==> images/layers.png <==
The bar under the picture is 10 µm long.
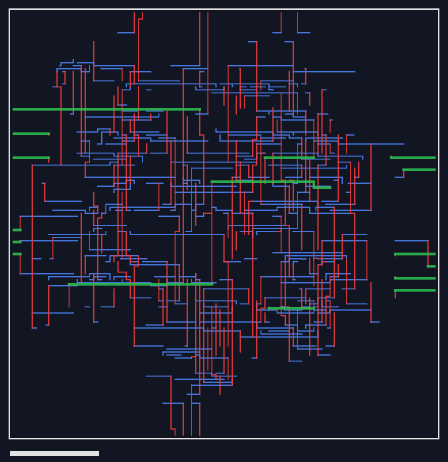
==> images/ff_map.png <==
The bar under the picture is 10 µm long.
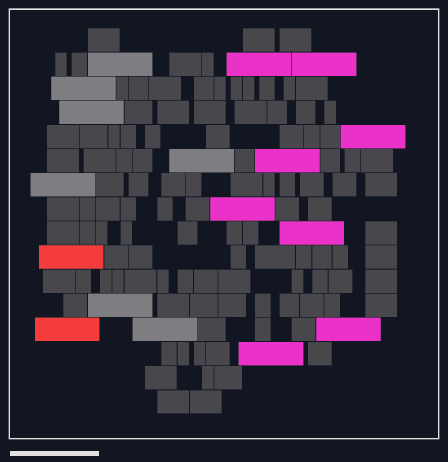
==> images/clock_nets.png <==
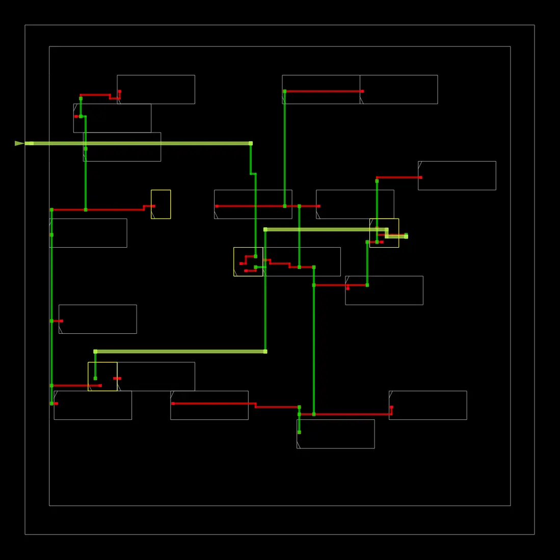
==> images/port_trees.png <==
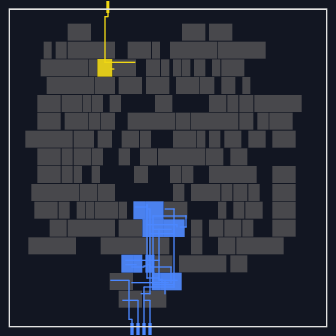
==> images/sizing.png <==
The bar under the picture is 10 µm long.
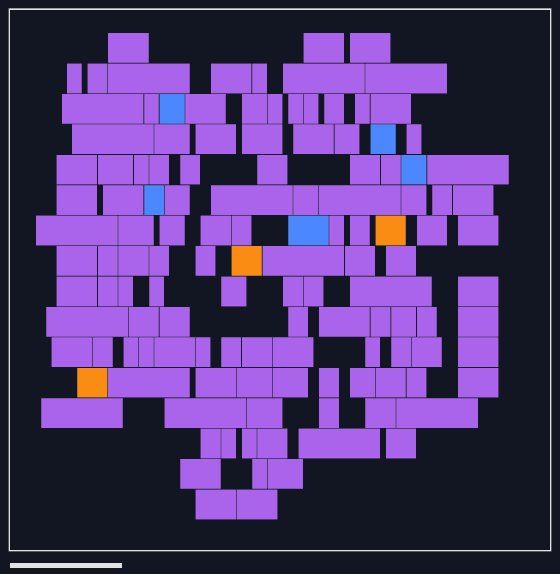
## src/rtl/one_hot_decoder.sv

```systemverilog
// One-hot to binary index decoder with a 2-entry valid/ready skid buffer.
// Illegal codes (zero-hot or multi-hot) decode to the lowest set bit (or 0)
// and are flagged per entry and counted in a saturating counter.
//
// state    | meaning
// ---------+---------------------------------------------
// ST_EMPTY | no entries held, out_valid=0
// ST_ONE   | head entry valid, tail free
// ST_FULL  | head and tail valid, in_ready=0
module one_hot_decoder #(
  parameter int INPUT_WIDTH   = 4,
  parameter int OUTPUT_WIDTH  = $clog2(INPUT_WIDTH),
  parameter int ERR_CNT_WIDTH = 8
) (
  input  logic                     clk,
  input  logic                     rst_n,
  input  logic                     in_valid,
  output logic                     in_ready,
  input  logic [INPUT_WIDTH-1:0]   one_hot_in,
  output logic                     out_valid,
  input  logic                     out_ready,
  output logic [OUTPUT_WIDTH-1:0]  binary_out,
  output logic                     out_err,
  input  logic                     err_clear,
  output logic [ERR_CNT_WIDTH-1:0] err_count
);

  typedef enum logic [1:0] {
    ST_EMPTY = 2'd0,
    ST_ONE   = 2'd1,
    ST_FULL  = 2'd2
  } state_t;

  state_t                  state;
  state_t                  state_nxt;
  logic [OUTPUT_WIDTH-1:0] dec_idx;
  logic                    dec_err;
  logic [OUTPUT_WIDTH-1:0] head_idx;
  logic                    head_err;
  logic [OUTPUT_WIDTH-1:0] tail_idx;
  logic                    tail_err;
  logic                    head_load;
  logic                    head_from_tail;
  logic                    tail_load;
  logic                    accept;
  logic                    emit;

  assign out_valid  = (state != ST_EMPTY);
  assign binary_out = head_idx;
  assign out_err    = head_err;
  assign accept     = in_valid & in_ready;
  assign emit       = out_valid & out_ready;

  // Decode: scan from the top so the lowest set bit wins on multi-hot codes.
  always_comb begin
    dec_idx = '0;
    for (int i = INPUT_WIDTH - 1; i >= 0; i--) begin
      if (one_hot_in[i]) dec_idx = OUTPUT_WIDTH'(i);
    end
    dec_err = (one_hot_in == '0) ||
              ((one_hot_in & (one_hot_in - INPUT_WIDTH'(1))) != '0);
  end

  // Buffer FSM next state and entry load controls.
  always_comb begin
    state_nxt      = state;
    head_load      = 1'b0;
    head_from_tail = 1'b0;
    tail_load      = 1'b0;
    case (state)
      ST_EMPTY: begin
        if (accept) begin
          state_nxt = ST_ONE;
          head_load = 1'b1;
        end
      end
      ST_ONE: begin
        if (accept && !emit) begin
          state_nxt = ST_FULL;
          tail_load = 1'b1;
        end else if (emit && !accept) begin
          state_nxt = ST_EMPTY;
        end else if (emit && accept) begin
          head_load = 1'b1;
        end
      end
      ST_FULL: begin
        if (emit) begin
          state_nxt      = ST_ONE;
          head_load      = 1'b1;
          head_from_tail = 1'b1;
        end
      end
      default: state_nxt = ST_EMPTY;
    endcase
  end

  // State register and registered in_ready, derived from the next state.
  always_ff @(posedge clk) begin
    if (!rst_n) begin
      state    <= ST_EMPTY;
      in_ready <= 1'b1;
    end else begin
      state    <= state_nxt;
      in_ready <= (state_nxt != ST_FULL);
    end
  end

  // Entry storage; the head holds its value after the buffer drains.
  always_ff @(posedge clk) begin
    if (!rst_n) begin
      head_idx <= '0;
      head_err <= 1'b0;
      tail_idx <= '0;
      tail_err <= 1'b0;
    end else begin
      if (head_load) begin
        head_idx <= head_from_tail ? tail_idx : dec_idx;
        head_err <= head_from_tail ? tail_err : dec_err;
      end
      if (tail_load) begin
        tail_idx <= dec_idx;
        tail_err <= dec_err;
      end
    end
  end

  // Saturating illegal-code counter; clear wins over a same-cycle increment.
  always_ff @(posedge clk) begin
    if (!rst_n) begin
      err_count <= '0;
    end else if (err_clear) begin
      err_count <= '0;
    end else if (accept && dec_err && (err_count != '1)) begin
      err_count <= err_count + ERR_CNT_WIDTH'(1);
    end
  end

endmodule

```

## config.mk

```make
export PLATFORM = sky130hd
export DESIGN_NAME = one_hot_decoder
export DESIGN_NICKNAME = d
export VERILOG_FILES = /design/src/rtl/one_hot_decoder.sv
export SDC_FILE = /design/constraint.sdc
export NUM_CORES = 1
export LEC_CHECK = 0
export CAP_MARGIN = 20
export CORE_MARGIN = 2
export CORE_UTILIZATION = 45
export DETAILED_ROUTE_END_ITERATION = 16
export PLACE_DENSITY = 0.83
export RECOVER_POWER = 100
export REMOVE_ABC_BUFFERS = 1
export SLEW_MARGIN = 10
export SYNTH_ARGS = -nofsm -noshare
export SYNTH_HDL_FRONTEND = slang
export SYNTH_SLANG_ARGS = --single-unit
```

## constraint.sdc

```tcl
create_clock -name clk -period 4.65 [get_ports clk]
set_input_delay 0.465 -clock clk [delete_from_list [all_inputs] [get_ports clk]]
set_output_delay 0.465 -clock clk [all_outputs]
set_load 0.01 [all_outputs]
```

==> flow_summary.json <==
{
  "async_flop_share_pct": 0,
  "drcViolationCount": 0,
  "grt_max_degree": 15,
  "timing.final.crit_share_pct": 46.25,
  "largest_cell_class": "multi-input combinational cells",
  "ys_types": 31,
  "min_path_type": "flop to flop",
  "clock_tree_area_fraction_pct": 2.426,
  "avgViaCountPerCell": 5.539,
  "cts.clk_slew.worst_paths_ns": 0.11,
  "htree_num_levels": 1,
  "seq_area_frac_synth_pct": 38.58,
  "dieArea_um2": 2330,
  "edf_count": 0,
  "crit_end": "err_count[4]",
  "comb_cell_power_uw": 44.8,
  "buf_share_pct": 18.52,
  "use_met3_pct": 6.667,
  "pin_count": 22,
  "largest_reg_flops": 8,
  "cts_buffers": 3,
  "crit_buf_inv": 1,
  "hold_violations": 0,
  "worstSetupEndpointType": "flop",
  "internal_power_uw": 203.8,
  "final.min_clock_period_ns": 2.151,
  "post-synth-top-count-cell": "dfxtp_1",
  "num_vias": 853,
  "wl_per_cell_um": 11.55,
  "gp_congestion": 0.7913,
  "fp.dieH_um": 48.28,
  "yosys-stat-cells": 105,
  "crit_required_ns": 4.90,
  "pg_seq_uw": 153,
  "netlist_area_um2": 882.1,
  "power.leakage_nw": 0.4122,
  "clock_power_uw": 81.4,
  "wl_met3_um": 93,
  "drv_slew": 0,
  "seq_area_share_pct": 29.99,
  "syn_avg_cell_area_um2": 8.401,
  "ys_ff": 17,
  "min_from": "binary_out[0]",
  "cap_violations": 0,
  "drive_gt1_share_pct": 6.299,
  "fillers": 170,
  "ctsHoldBuffers": 0,
  "comb_share_pct": 44.10,
  "flop_cell": "dfxtp_1",
  "top_register": "err_count",
  "post_cts_buffers": 0,
  "r2r_slack_ns": 2.84,
  "rsz0062_at_grt": "false",
  "final_common_cell": "dfxtp_1",
  "common_cells": "17 x dfxtp_1, 13 x a21oi_1, 7 x nand2_1, 6 x mux2i_1, 6 x nor2_1",
  "hold_depth": 2,
  "worst_ep_arrival_time_ns": 2.40,
  "crit_type": "input pin to flop",
  "post_cts_resized": 0,
  "top_cells_by_area": "dfxtp_1 39%, a21oi_1 7.4%, mux2i_1 6.8%",
  "timing.fmax_mhz": 465.0,
  "p_clk_share_pct": 29.1,
  "met1Wirelength_um": 822,
  "dr_wl_met2_um": 861,
  "r2r_cells": 5,
  "grt_pass1_wl_mm": 2.835,
  "fp_util_pct": 46.38,
  "seq_cells": 17,
  "wl_mm": 1.778,
  "yosys.area.top_type": "dfxtp_1",
  "seq_area_um2": 340.3,
  "logic_area_um2": 500.5,
  "antennaDiodeCount": 0,
  "switching_share_pct": 27.09,
  "io_buffers": 21,
  "outcome": "finished, final reports clean",
  "logic_gate_count": 79,
  "core-area_um2": 1902,
  "nNetsFinal": 138,
  "drt_iter0_drc": 22
}
-- layers.png (at the start) --
legend:
  green:
    layer: M3
    wire_length: 93.8 µm
  blue:
    layer: M1
    wire_length: 823 µm
  red:
    layer: M2
    wire_length: 862 µm

-- ff_map.png (at the start) --
legend:
  red:
    signal: `binary_out`
    sequential_cells: 2
  magenta:
    signal: `err_count`
    sequential_cells: 8
not colored: 7

-- clock_nets.png (at the start) --
clk latency late pin: 0.31 ns
clk_skew: 0.01885 ns
clkbuf count: 3
clock sinks: 17

-- port_trees.png (at the start) --
legend:
  yellow:
    port: `out_valid`
    direction: output
    edge: top
    end_cells: 1
    buffers: 1
    wire: 13.2 µm
  blue:
    port: `one_hot_in`
    direction: input
    edge: bottom
    end_cells: 9
    buffers: 4
    wire: 143 µm

-- sizing.png (at the start) --
legend:
  purple:
    size: x1 and smaller
    cells: 119
    share: 94%
    most_used: dfxtp_1
  blue:
    size: x2
    cells: 5
    share: 3.9%
    most_used: or2_2
  orange:
    size: x3 and x4
    cells: 3
    share: 2.4%
    most_used: clkbuf_4
final setup margin: 2.499 ns
Area Overhead vs Synth: 28.65%
post-route cell area: 1135 µm²

## logic make-up after synthesis
| group | after synthesis | synth area share [%] |
|---|---|---|
| muxes | 6 | 6.809 |
| xor gates and xnor gates | 1 | 0.9931 |
| AOI/OAI and AO/OA | 28 | 19.86 |
| and+or+nand+nor | 43 | 27.66 |
| adders and majority gates | 1 | 1.418 |
| buffers and inverters | 9 | 4.681 |
| DFF | 17 | 38.58 |
## metrics by stage
stage                     power, mW  hold slack (ns)  utilization [%]  cell area [µm²]  cells
final                        0.2795           0.4631            59.67             1135    154
after global routing         0.2953           0.4924            59.67             1135    154
after CTS                    0.2852           0.4682            59.67             1135    154
after detailed placement     0.2031           0.4513            58.22             1107    150
after global placement       0.2017           0.4473            58.22             1107    150
after floorplan              0.1820           0.4465                -            863.3    102
Power figures rest on the tool's default switching activity, not on a simulated workload.
